--- config.mk ---
export PLATFORM = sky130hd
export DESIGN_NAME = fifo_param
export DESIGN_NICKNAME = d
export VERILOG_FILES = /design/src/rtl/fifo_param.sv
export SDC_FILE = /design/constraint.sdc
export NUM_CORES = 1
export LEC_CHECK = 0
export ABC_AREA = 1
export CELL_PAD_IN_SITES_DETAIL_PLACEMENT = 1
export CELL_PAD_IN_SITES_GLOBAL_PLACEMENT = 2
export CORE_AREA = 2 2 97 99
export CTS_BUF_LIST = sky130_fd_sc_hd__clkbuf_2
export DETAILED_ROUTE_END_ITERATION = 10
export DIE_AREA = 0 0 99 101
export PLACE_DENSITY_LB_ADDON = 0.1
export SLEW_MARGIN = 20
export SYNTH_ARGS = -nofsm -noshare
export SYNTH_HDL_FRONTEND = slang
export SYNTH_SLANG_ARGS = --single-unit
--- constraint.sdc ---
create_clock -name clk -period 2.4 [get_ports clk]
set_clock_uncertainty 0.1 [all_clocks]
set_input_delay 0.6 -clock clk [delete_from_list [all_inputs] [get_ports clk]]
set_output_delay 0.6 -clock clk [all_outputs]
set_load 0.03 [all_outputs]
--- src/rtl/fifo_param.sv ---
// rtl/fifo_param.sv - parametrised synchronous FIFO with occupancy, thresholds, sticky errors and flush
module fifo_param #(
  parameter int DATA_W    = 8,
  parameter int ADDR_W    = 3,
  parameter int AF_THRESH = 6,
  parameter int AE_THRESH = 2
) (
  input  logic              clk,
  input  logic              reset,
  input  logic              clr,
  input  logic              wr,
  input  logic [DATA_W-1:0] w_data,
  input  logic              rd,
  output logic [DATA_W-1:0] r_data,
  output logic              empty,
  output logic              full,
  output logic              almost_empty,
  output logic              almost_full,
  output logic [ADDR_W:0]   count,
  output logic              overflow,
  output logic              underflow
);

  localparam int DEPTH = 2 ** ADDR_W;
  localparam logic [ADDR_W:0] DEPTH_C = (ADDR_W + 1)'(DEPTH);
  localparam logic [ADDR_W:0] AF_C    = (ADDR_W + 1)'(AF_THRESH);
  localparam logic [ADDR_W:0] AE_C    = (ADDR_W + 1)'(AE_THRESH);

  logic [DATA_W-1:0] r_mem [DEPTH];
  logic [ADDR_W-1:0] r_wr_ptr;
  logic [ADDR_W-1:0] r_rd_ptr;
  logic [ADDR_W:0]   r_count;
  logic [DATA_W-1:0] r_rdata;
  logic              r_overflow;
  logic              r_underflow;

  logic w_empty;
  logic w_full;
  logic w_rd_ok;
  logic w_wr_ok;

  // Status flags decode the registered count only, so wr/rd never reach them combinationally
  always_comb begin
    w_empty = (r_count == '0);
    w_full  = (r_count == DEPTH_C);
    // A full FIFO still takes a write when a read frees a slot in the same cycle
    w_rd_ok = rd & ~w_empty;
    w_wr_ok = wr & (~w_full | rd);
  end

  // Storage array has no reset; writes are suppressed while in reset or flushing
  always_ff @(posedge clk) begin
    if (reset && !clr && w_wr_ok) begin
      r_mem[r_wr_ptr] <= w_data;
    end
  end

  // Pointers, occupancy, registered read data and sticky error flags
  always_ff @(posedge clk or negedge reset) begin
    if (!reset) begin
      r_wr_ptr    <= '0;
      r_rd_ptr    <= '0;
      r_count     <= '0;
      r_rdata     <= '0;
      r_overflow  <= 1'b0;
      r_underflow <= 1'b0;
    end else if (clr) begin
      // Flush wins over same-cycle requests, which are dropped without raising errors
      r_wr_ptr    <= '0;
      r_rd_ptr    <= '0;
      r_count     <= '0;
      r_rdata     <= '0;
      r_overflow  <= 1'b0;
      r_underflow <= 1'b0;
    end else begin
      if (w_wr_ok) begin
        r_wr_ptr <= r_wr_ptr + 1'b1;
      end
      if (w_rd_ok) begin
        r_rdata  <= r_mem[r_rd_ptr];
        r_rd_ptr <= r_rd_ptr + 1'b1;
      end
      case ({w_wr_ok, w_rd_ok})
        2'b10:   r_count <= r_count + 1'b1;
        2'b01:   r_count <= r_count - 1'b1;
        default: r_count <= r_count;
      endcase
      if (wr && !w_wr_ok) begin
        r_overflow <= 1'b1;
      end
      if (rd && w_empty) begin
        r_underflow <= 1'b1;
      end
    end
  end

  // Output decode from registered state
  always_comb begin
    r_data       = r_rdata;
    count        = r_count;
    empty        = w_empty;
    full         = w_full;
    almost_empty = (r_count <= AE_C);
    almost_full  = (r_count >= AF_C);
    overflow     = r_overflow;
    underflow    = r_underflow;
  end

endmodule

**Run 1: pin placement**

Pins as bars across the die edge, other pins in gray.
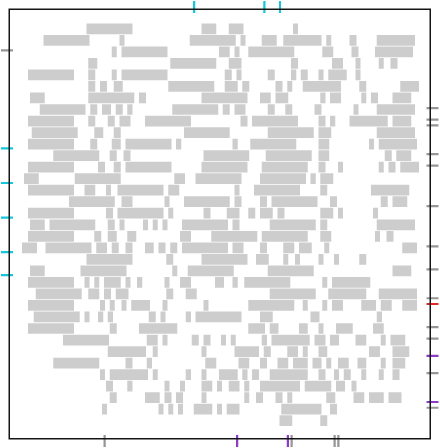
purple -> `count`  # pins 4, direction output, edge 2 east, 2 south
cyan -> `w_data`  # pins 8, direction input, edge 5 west, 3 north
red -> `underflow`  # pins 1, direction output, edge east
all pins by edge = 16 east, 6 south, 6 west, 3 north
chip height: 101 µm
die width: 99 µm

**Run 1: cell classes on the final placement**

Fill, decap, tap and diode cells in gray.
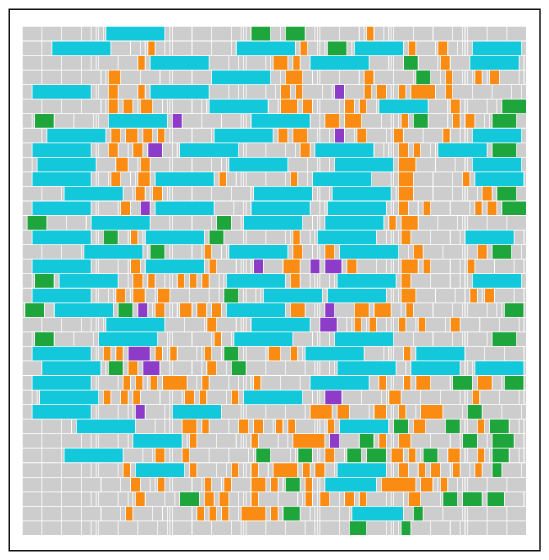
cyan -> flip-flops  # cells 84
orange -> all other logic  # cells 205
green -> other buffers and delay cells  # cells 53
purple -> clock drivers and dummy loads  # cells 16
core area: 8980 µm²
Final Util: 0.467
flop share of the area: 0.579
Final Cell Area: 4190 µm²
row cnt: 35

**Run 1: metal layers overlaid**

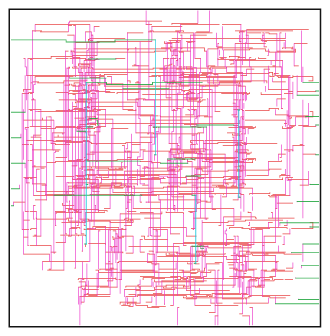
green -> met3  # wire length 338 µm
magenta -> met2  # wire length 4,280 µm
cyan -> met4  # wire length 138 µm
red -> met1  # wire length 4,230 µm
all-layer global routing usage: 0.192
via count: 2,484
final WL: 8.99 mm
post-DR wirelength/cell: 19.2 µm

==> flow_summary.json, run 1 <==
{
  "status": "completed",
  "async_flop_share": 0.238,
  "cts_tree": "built",
  "yosys_area_um2": 3530,
  "period_used_share": 0.973,
  "syn_inst": 301,
  "drc": 0,
  "cts_resized": 19,
  "warnings": 27,
  "drt_iter0_markers": 71,
  "synthTopCellsByCount": "64 x edfxtp_1, 45 x nor2_1, 42 x o21ai_0",
  "startpoint_type": "flop",
  "floorplanUtilization": 0.393,
  "most_common_cell": "edfxtp_1",
  "hold_class": "input port to asynchronous set/reset pin",
  "crit_cells": 1,
  "area.growth.synth_to_final_pct": 18.7,
  "synth_warnings": 0,
  "first_pass_iters": 4,
  "diodes": 0,
  "cts_setup_buffers": 1,
  "rsz0062_at_grt": "yes",
  "cts.reportedPaths.clkPinSlew_ns": 0.26,
  "crit_path_end_kind": "primary output",
  "ff2ff_path_depth": 13,
  "gr-total-overflow": 0,
  "cp_slowest_cell": "clkdlybuf4s50_1",
  "stdcell_count": 469,
  "final.min_clock_period_ns": 2.34,
  "synth.distinct_cells": 28,
  "cp.arrival_ns": 1.64,
  "synth_area_um2": 3530,
  "tns_ns": 0,
  "antenna_found_initial": 0,
  "routabilityCongestion": 0.725,
  "syn_avg_cell_area_um2": 11.7,
  "seq_area_um2": 2420,
  "worst_path_dominant_cell_family": "buffers and inverters",
  "vdd_ir_drop_max_v": 0.000312,
  "seq_area_frac_synth": 0.686,
  "yosys.area.top_type": "edfxtp_1",
  "die_area_um2": 10000,
  "dp_hpwl_mm": 6.41,
  "fin_nets": 370,
  "relSlewSlack": 0.572,
  "n_fill_cell": 985,
  "io_pins": 31,
  "drv_cap": 0,
  "vias_per_cell": 5.30,
  "synth_nets": 318,
  "topCellsByArea": "edfxtp_1 54%, dfrtp_1 14%, o21ai_0 6.0%",
  "report.final.slew_viol_count": 0,
  "path_cells": "clkdlybuf4s50_1",
  "p_leak_nw": 1.69,
  "numPlacedInstances": 451,
  "drive_gt1_frac": 0.154,
  "multiInputGateArea_um2": 970,
  "rr_endpoint": "count[3]",
  "cts_buffers": 9,
  "hold_buffers": 0,
  "crit_end": "r_data[3]",
  "rrSetupSlack_ns": 0.37,
  "cts_buffer_depth": 2,
  "hold_violations": 0,
  "synth_flops": 84,
  "max_clock_freq_mhz": 428,
  "worstPathMaxFanout": 2,
  "h-tree-depth": 3,
  "ant_nets": 0,
  "cts.sinks": 84,
  "cts_root_buf": "clkbuf_2",
  "first_global_vias": 2528,
  "place_ws_ns": -0.0957,
  "crit_buf_inv": 1,
  "finalSetupViolCount": 0,
  "worst_slew_pin_slew_ns": 0.642,
  "clk_latency_ns": 0.56,
  "grt_pass1_wl_mm": 14.0,
  "ys_cells": 301,
  "max_stage_delay_ns": 0.67,
  "worst_slack_ns": 0.0639,
  "pwr_density_cell_nw_per_um2": 934,
  "worstSetupPathType": "flop to primary output",
  "timing.rr.start": "count[0]",
  "cp.required_ns": 1.70,
  "enable_flop_cells": 64,
  "cp-startpoint": "r_data[3]",
  "grt_max_degree": 35,
  "port_buffers": 30,
  "p_total_mw": 3.91,
  "hold_slack_ns": 0.314,
  "top_area_frac": 0.544,
  "flop_cell": "edfxtp_1",
  "placed_area_um2": 4070
}
## run 1: registers in the layout, summed over array words and instances (netlist names)
| name | count |
|---|---|
| count | 4 |
| r_mem | 64 |
| r_rd_ptr | 3 |
| r_data | 8 |
| overflow | 1 |
| underflow | 1 |
| r_wr_ptr | 3 |
## run 1: cells in the final DEF, fill, tap and decap left out, types with 8 or more instances in the layout
master / instances
buf_4: 23
clkbuf_2: 9
clkdlybuf4s50_1: 17
dfrtp_1: 18
edfxtp_1: 64
inv_1: 19
nand2_1: 31
nand3_1: 15
nor2_1: 44
o211ai_1: 8
o21ai_0: 41
o221ai_1: 8
o22ai_1: 8
## run 1: where the power goes
part / total, mW / switching [mW] / leakage [nW] / internal (mW)
clock: 0.680 / 0.526 / 0.0648 / 0.154
sequential: 1.75 / 0.0774 / 0.846 / 1.67
combinational: 1.48 / 1.00 / 0.776 / 0.479
## run 1: layer usage
metal | track usage | routed length [µm] | up-vias | part of all wire
met2 | 0.316 | 4280 | 61 | 0.48
met3 | 0.0347 | 337 | 11 | 0.037
li1 | - | - | 1189 | -
met1 | 0.259 | 4230 | 1223 | 0.47
met4 | 0.0653 | 138 | 0 | 0.015
met5 | 0 | 0 | - | 0
## run 1: cell type report
| class | count | area share |
|---|---|---|
| inverter | 22 | 0.0203 |
| sequential | 84 | 0.579 |
| multi-input combinational | 183 | 0.231 |
| clock buffer | 9 | 0.0108 |
| timing repair buffer | 53 | 0.111 |
| clock inverter | 7 | 0.0140 |
| tap | 111 | 0.0332 |
## run 1: cells by family after synthesis
kind of cell    after synthesis  synth area share
compound gates               72             0.124
fa+ha+maj                     4            0.0142
buf+inv                      34            0.0397
flops                        84             0.686
simple gates                107             0.135
**Run 1: placement view**

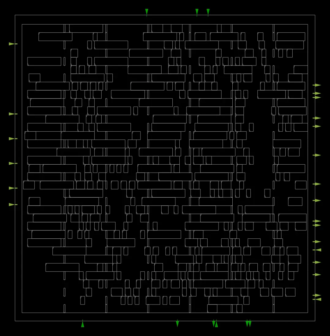

==> inputs of run 2 (changes only) <==
- SKIP_CTS_REPAIR_TIMING: default -> 1
**Run 2: placement view**

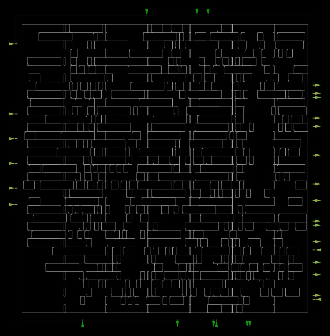
Tap Cells: 111
Non-Filler Instances: 469
FILL cells: 982
Final Util: 0.467

**Run 2: clock distribution**

Scale bar: 20 µm.
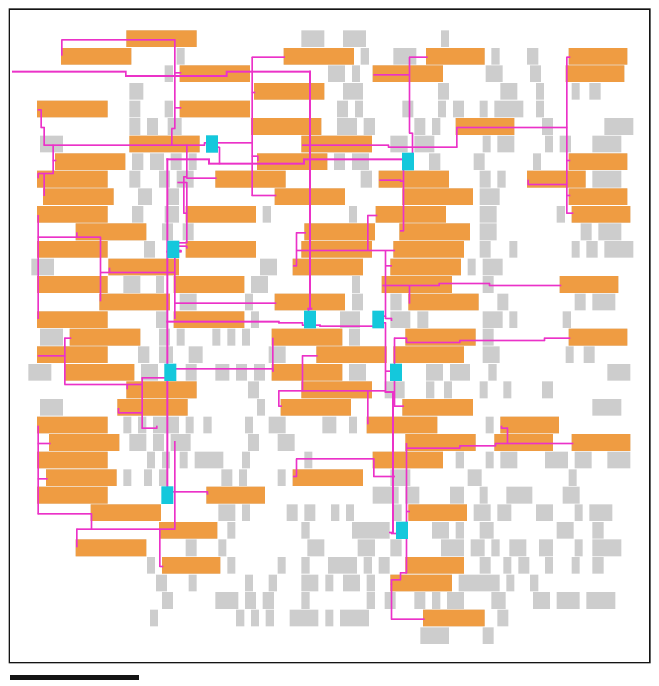
orange -> flip-flops  # count 84
magenta -> clock wires  # length 972 µm
cyan -> cells driving clock nets  # count 9
flops lie = widely spread
Clock power frac: 0.173
clk_lat worst skew: 0.55 ns
Clock group: 0.677 mW

**Run 2: cell classes on the final placement**

Fill, decap, tap and diode cells in gray.
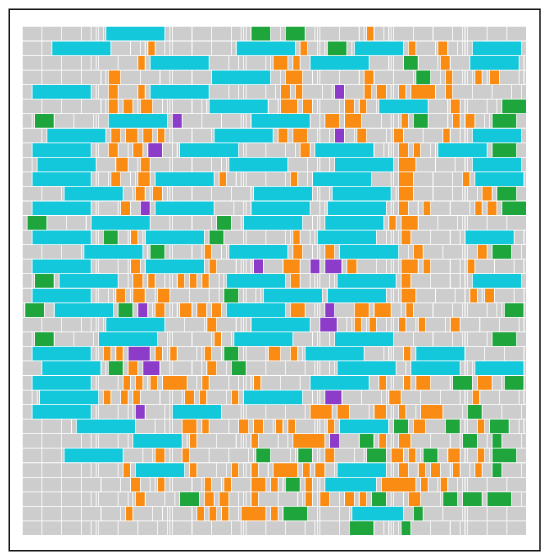
cyan -> flip-flops  # cells 84
purple -> clock drivers and dummy loads  # cells 16
green -> other buffers and delay cells  # cells 53
orange -> all other logic  # cells 205
flop share of the area: 0.578
Final Cell Area: 4200 µm²

==> run 2 against run 1 <==
Highest routed layer unchanged. Count of clock-buffer cells in the layout unchanged. Worst hold slack better by 0.0039 ns. Die area unchanged. First-iteration DRC count up 14%. Critical path depth unchanged. Utilization up 0.070 points. Sequential share of layout area down 0.086 points.
==> flow_summary.json, run 2 <==
{
  "gr-total-overflow": 0,
  "max_stage_delay_ns": 0.67,
  "grt_pass1_wl_mm": 14.0,
  "cp.arrival_ns": 1.63,
  "ys_cells": 301,
  "swShare": 0.410,
  "max_clock_freq_mhz": 429,
  "synth.distinct_cells": 28,
  "place_ws_ns": -0.0957,
  "routabilityCongestion": 0.725,
  "vias": 2474,
  "h-tree-depth": 3,
  "crit_path_end_kind": "primary output",
  "startpoint_type": "flop",
  "p_leak_nw": 1.74,
  "area.growth.synth_to_final_pct": 18.9,
  "first_global_vias": 2519,
  "core_um2": 8980,
  "synth_warnings": 0,
  "cts.sinks": 84,
  "seqPwrFrac": 0.447,
  "p_int_mw": 2.30,
  "synthTopCellsByCount": "64 x edfxtp_1, 45 x nor2_1, 42 x o21ai_0",
  "cts.reportedPaths.clkPinSlew_ns": 0.26,
  "fin_nets": 370,
  "flop_cell": "edfxtp_1",
  "vias_per_cell": 5.28,
  "worst_slack_ns": 0.0685,
  "relSlewSlack": 0.574,
  "worst_slew_pin_slew_ns": 0.639,
  "drc": 0,
  "hold_violations": 0,
  "period_used_share": 0.971,
  "hold_slack_ns": 0.318,
  "grtUsageTotal": 0.192,
  "drt_iter0_markers": 81,
  "crit_buf_inv": 1,
  "seq_area_frac_synth": 0.686,
  "first_pass_iters": 4,
  "rows": 35,
  "floorplanUtilization": 0.393,
  "cts_buffers": 9,
  "pwr_density_cell_nw_per_um2": 930,
  "report.final.slew_viol_count": 0,
  "p_total_mw": 3.90,
  "synth_flops": 84,
  "io_pins": 31,
  "cts_buffer_depth": 2,
  "wl_per_cell_um": 19.1,
  "worstPathMaxFanout": 2,
  "largest_reg_flops": 64,
  "top_area_frac": 0.544,
  "most_common_cell": "edfxtp_1",
  "antenna_found_initial": 0,
  "async_flop_share": 0.238,
  "finalSetupViolCount": 0,
  "die_y_um": 101,
  "worst_path_dominant_cell_family": "buffers and inverters",
  "syn_avg_cell_area_um2": 11.7,
  "enable_flop_cells": 64,
  "syn_inst": 301,
  "cp_slowest_cell": "clkdlybuf4s50_1",
  "cts_root_buf": "clkbuf_2",
  "cp.required_ns": 1.70,
  "lay_top_count": "edfxtp_1",
  "regMostFlops": "r_mem",
  "path_cells": "clkdlybuf4s50_1",
  "final_cell_mix": "64 x edfxtp_1, 45 x nor2_1, 42 x o21ai_0",
  "synth_nets": 318,
  "grt_max_degree": 35,
  "synth_area_um2": 3530,
  "drv_cap": 0,
  "hold_class": "input port to asynchronous set/reset pin",
  "final.min_clock_period_ns": 2.33,
  "ant_nets": 0,
  "warnings": 26,
  "finalWirelength_mm": 8.98,
  "yosys_area_um2": 3530,
  "drive_gt1_frac": 0.151,
  "yosys.area.top_type": "edfxtp_1",
  "dp_hpwl_mm": 6.41,
  "topCellsByArea": "edfxtp_1 54%, dfrtp_1 14%, o21ai_0 6.0%",
  "die_area_um2": 10000,
  "seq_area_um2": 2420,
  "diodes": 0,
  "pwr-share-comb": 0.379,
  "worstSetupPathType": "flop to primary output",
  "power_switching_mw": 1.60,
  "cts_tree": "built",
  "die_w_um": 99,
  "multiInputGateArea_um2": 967,
  "port_buffers": 30,
  "status": "completed",
  "vdd_ir_drop_max_v": 0.000312
}
-- run 2: cell counts after synthesis --
Identical to the previous run, type by type.
-- run 2: layer usage --
| metal | wire (µm) | track usage | vias to the layer above |
|---|---|---|---|
| met5 | 0 | 0 | - |
| met4 | 138 | 0.0653 | 0 |
| met3 | 332 | 0.0347 | 11 |
| met2 | 4300 | 0.315 | 63 |
| met1 | 4210 | 0.259 | 1211 |
| li1 | - | - | 1189 |
-- run 2: cells by family after synthesis --
logic type                 Yosys count  synth area share
DFF                                 84             0.686
AOI/OAI and AO/OA                   72             0.124
and+or+nand+nor                    107             0.135
adders and majority gates            4            0.0142
buffers and inverters               34            0.0397
-- run 2: per-stage QoR --
stage / area [µm²] / std cells / TNS, ns
floorplan: 3530 / 301 / 0
global placement: 4070 / 451 / -3.17
detailed placement: 4070 / 451 / -4.98
CTS: 4180 / 467 / -1.82
global route: 4200 / 469 / -0.00322
finish: 4200 / 469 / 0
-- run 2: final cells by class --
cell class,count,share of cell area
clock buffers,9,0.0107
flip-flops and latches,84,0.578
multi-input cells,183,0.231
clock inverters,7,0.0140
well taps,111,0.0331
inverters,22,0.0203
repair buffers,53,0.113
-- run 2: path summary, 6_finish.rpt --
kind / start / end / slack, ns / cells past startpoint
worst max-delay path: r_data[3] / r_data[3] / 0.07 / 1
worst min-delay path: reset / r_data[3] / 0.32 / 2
worst max register to register: count[0] / count[3] / 0.37 / 13
worst min register to register: underflow / underflow / 0.42 / 1
max in group asynchronous: reset / count[0] / 1.63 / 2
min in group clk: underflow / underflow / 0.42 / 1
-- run 2: power groups by stage --
stage               registers, mW  logic, mW  clock network (mW)
finish                       1.75       1.48               0.677
global route                 1.76       1.62               0.758
CTS                          1.75       1.52               0.706
detailed placement           1.78       1.52                   0
global placement             1.78       1.50                   0
floorplan                    1.94      0.754                   0
**Run 2: metal layers overlaid**

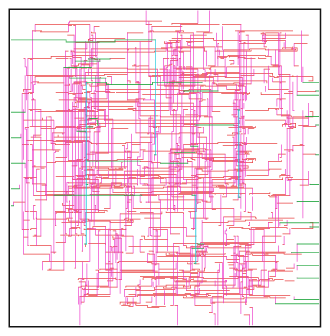

==> inputs of run 3 (changes only) <==
- CELL_PAD_IN_SITES_DETAIL_PLACEMENT: 1 -> default
- CELL_PAD_IN_SITES_GLOBAL_PLACEMENT: 2 -> default
- CORE_AREA: 2 2 97 99 -> 2 2 81 83
- DIE_AREA: 0 0 99 101 -> 0 0 83 85
- PLACE_DENSITY: default -> 0.79
- PLACE_DENSITY_LB_ADDON: 0.1 -> default
**Run 3: metal layers overlaid**

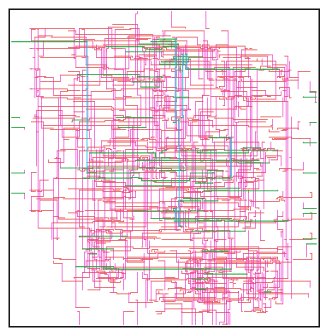
magenta -> met2  # wire length 3,650 µm
green -> met3  # wire length 697 µm
red -> met1  # wire length 3,630 µm
cyan -> met4  # wire length 121 µm
all-layer global routing usage: 0.234
post-DR wirelength/cell: 18.8 µm
final WL: 8.10 mm

**Run 3: clock distribution**

Scale bar: 20 µm.
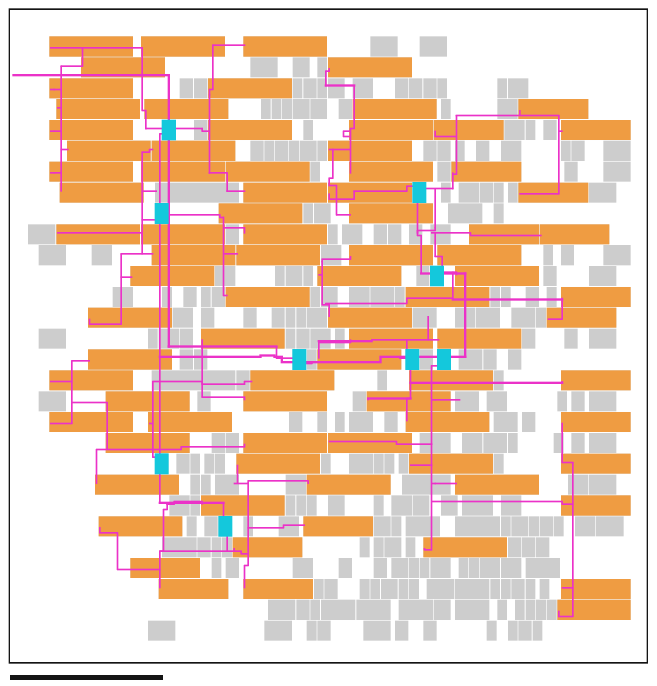
cyan -> cells driving clock nets  # count 9
magenta -> clock wires  # length 879 µm
orange -> flip-flops  # count 84
flops lie = widely spread
routed clock nets = 10
Clock power frac: 0.208
Clock group: 0.842 mW
clk_lat worst skew: 0.50 ns

==> run 3 against run 2 <==
Non-clock buffer count is 5 lower. Count of clock-buffer cells in the layout unchanged. Utilization up 20 points. Via count grew 2.7%. Die area decreased by 29%. Largest cell class unchanged. First-iteration DRC count rose to 4.5 times the previous value. Synthesized cell count is the same. Global-route usage up 4.2 points. Sequential power hardly changed. Cell count shrank 8.3%. Sequential cell count unchanged.
==> flow_summary.json, run 3 <==
{
  "pwr-share-comb": 0.356,
  "diodes": 0,
  "core_um2": 6200,
  "stdcell_count": 430,
  "syn_avg_cell_area_um2": 11.7,
  "rr_endpoint": "count[3]",
  "floorplanUtilization": 0.569,
  "rows": 29,
  "final.min_clock_period_ns": 2.30,
  "area.growth.synth_to_final_pct": 17.5,
  "routabilityCongestion": 0.881,
  "syn_inst": 301,
  "hold_violations": 0,
  "dp_hpwl_mm": 5.66,
  "max_stage_delay_ns": 0.49,
  "cts.sinks": 84,
  "synth_flops": 84,
  "p_int_mw": 2.49,
  "period_used_share": 0.957,
  "vias": 2540,
  "cts.reportedPaths.clkPinSlew_ns": 0.24,
  "ant_nets": 0,
  "hold_class": "input port to asynchronous set/reset pin",
  "swShare": 0.384,
  "worstSetupPathType": "flop to primary output",
  "first_global_vias": 2315,
  "vdd_ir_drop_max_v": 0.000545,
  "crit_path_end_kind": "primary output",
  "drive_gt1_frac": 0.133,
  "crit_end": "almost_full",
  "warnings": 26,
  "yosys_area_um2": 3530,
  "gr-total-overflow": 0,
  "worst_path_dominant_cell_family": "flip-flops",
  "path_cells": "inv_1, o21ai_0, dlymetal6s2s_1",
  "report.final.slew_viol_count": 0,
  "seqPwrFrac": 0.436,
  "port_buffers": 30,
  "final_cell_mix": "64 x edfxtp_1, 45 x nor2_1, 42 x o21ai_0",
  "worstPathMaxFanout": 5,
  "ff2ff_path_depth": 12,
  "drc": 0,
  "crit_cells": 3,
  "cp_slowest_cell": "dfrtp_1",
  "max_clock_freq_mhz": 435,
  "powerSeq_mw": 1.76,
  "synth_area_um2": 3530,
  "comb_cell_power_mw": 1.44,
  "drv_cap": 0,
  "lay_top_count": "edfxtp_1",
  "io_pins": 31,
  "regMostFlops": "r_mem",
  "antenna_found_initial": 0,
  "startpoint_type": "flop",
  "yosys.area.top_type": "edfxtp_1",
  "cp.required_ns": 1.70,
  "final_util": 0.669,
  "synthTopCellsByCount": "64 x edfxtp_1, 45 x nor2_1, 42 x o21ai_0",
  "power_leader": "registers",
  "cp.arrival_ns": 1.60,
  "rrSetupSlack_ns": 0.40,
  "pwr_density_cell_nw_per_um2": 975,
  "status": "completed",
  "grt_pass1_wl_mm": 12.3,
  "top_area_frac": 0.544,
  "cp-startpoint": "count[2]",
  "n_fill_cell": 452,
  "cts_buffer_depth": 2,
  "cts_buffers": 9,
  "relSlewSlack": 0.597,
  "async_flop_share": 0.238,
  "enable_flop_cells": 64,
  "topCellsByArea": "edfxtp_1 54%, dfrtp_1 14%, o21ai_0 6.0%",
  "cts_root_buf": "clkbuf_2",
  "timing.rr.start": "count[2]",
  "flop_cell": "edfxtp_1",
  "seq_area_frac_synth": 0.686,
  "power_switching_mw": 1.55,
  "crit_buf_inv": 2,
  "finalSetupViolCount": 0,
  "p_leak_nw": 1.66,
  "worst_slew_pin_slew_ns": 0.605,
  "vias_per_cell": 5.91,
  "synth_warnings": 0,
  "fin_nets": 365,
  "numPlacedInstances": 414,
  "drt_iter0_markers": 362,
  "synth_nets": 318,
  "first_pass_iters": 5,
  "cts_tree": "built",
  "grt_max_degree": 35,
  "largest_reg_flops": 64,
  "synth.distinct_cells": 28,
  "h-tree-depth": 3,
  "die_area_um2": 7060,
  "ys_cells": 301,
  "most_common_cell": "edfxtp_1"
}
**Run 3: pin placement**

Pins as bars across the die edge, other pins in gray.
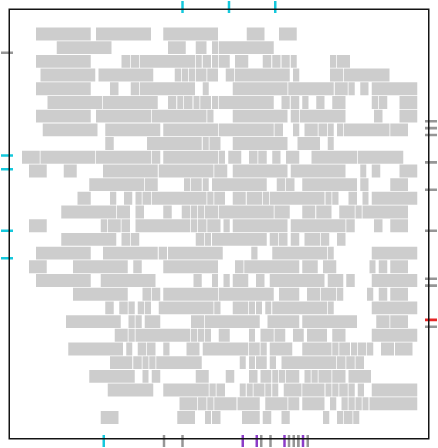
purple -> `count`  # pins 4, direction output, edge south
red -> `underflow`  # pins 1, direction output, edge east
cyan -> `w_data`  # pins 8, direction input, edge 4 west, 3 north, 1 south
all pins by edge = 13 south, 10 east, 5 west, 3 north
die width: 83 µm
chip height: 85 µm

## run 3: cell counts after synthesis
No cell type changed its count.
## run 3: worst min path at each step
stage | end | cells past startpoint | slack [ns] | from
after floorplan | count[0] | 0 | 0.20 | reset
after global placement | underflow | 1 | 0.37 | underflow
after detailed placement | overflow | 1 | 0.38 | overflow
after CTS | count[3] | 2 | 0.33 | reset
after global routing | r_data[2] | 2 | 0.30 | reset
final | r_data[3] | 2 | 0.34 | reset
## run 3: cell type report
type / instances / area, µm² / area share
timing repair buffer: 48 / 433 / 0.104
sequential: 84 / 2420 / 0.584
multi-input combinational: 183 / 967 / 0.233
clock inverter: 7 / 98.8 / 0.0238
clock buffer: 9 / 45.0 / 0.0109
inverter: 22 / 85.1 / 0.0205
tap: 77 / 96.3 / 0.0232
## run 3: stage by stage
step                setup TNS [ns]  setup WS, ns  hold slack, ns  total power [mW]  area (µm²)
floorplan                        0         0.127           0.204              2.69        3530
global placement           -0.0344      -0.00182           0.374              3.22        4010
detailed placement          -0.948       -0.0714           0.379              3.26        4010
CTS                          -1.37        -0.363           0.332              4.07        4150
global route             -0.000798     -0.000798           0.304              4.25        4150
finish                           0         0.103           0.341              4.05        4150
## run 3: cells by family after synthesis
family | count (synthesis) | share of synthesized area
AND-OR/OR-AND | 72 | 0.124
adder cells (fa/ha/maj) | 4 | 0.0142
buffers and inverters | 34 | 0.0397
flip-flops | 84 | 0.686
AND/OR/NAND/NOR | 107 | 0.135
## run 3: per-layer routing
metal	share of wire	wire length, µm	GRT usage	vias up
met5	0	0	0	-
met4	0.015	121	0.0715	0
met3	0.086	697	0.0739	14
met2	0.45	3650	0.340	145
met1	0.45	3630	0.342	1204
li1	-	-	-	1177
Power and IR drop assume default switching activity.
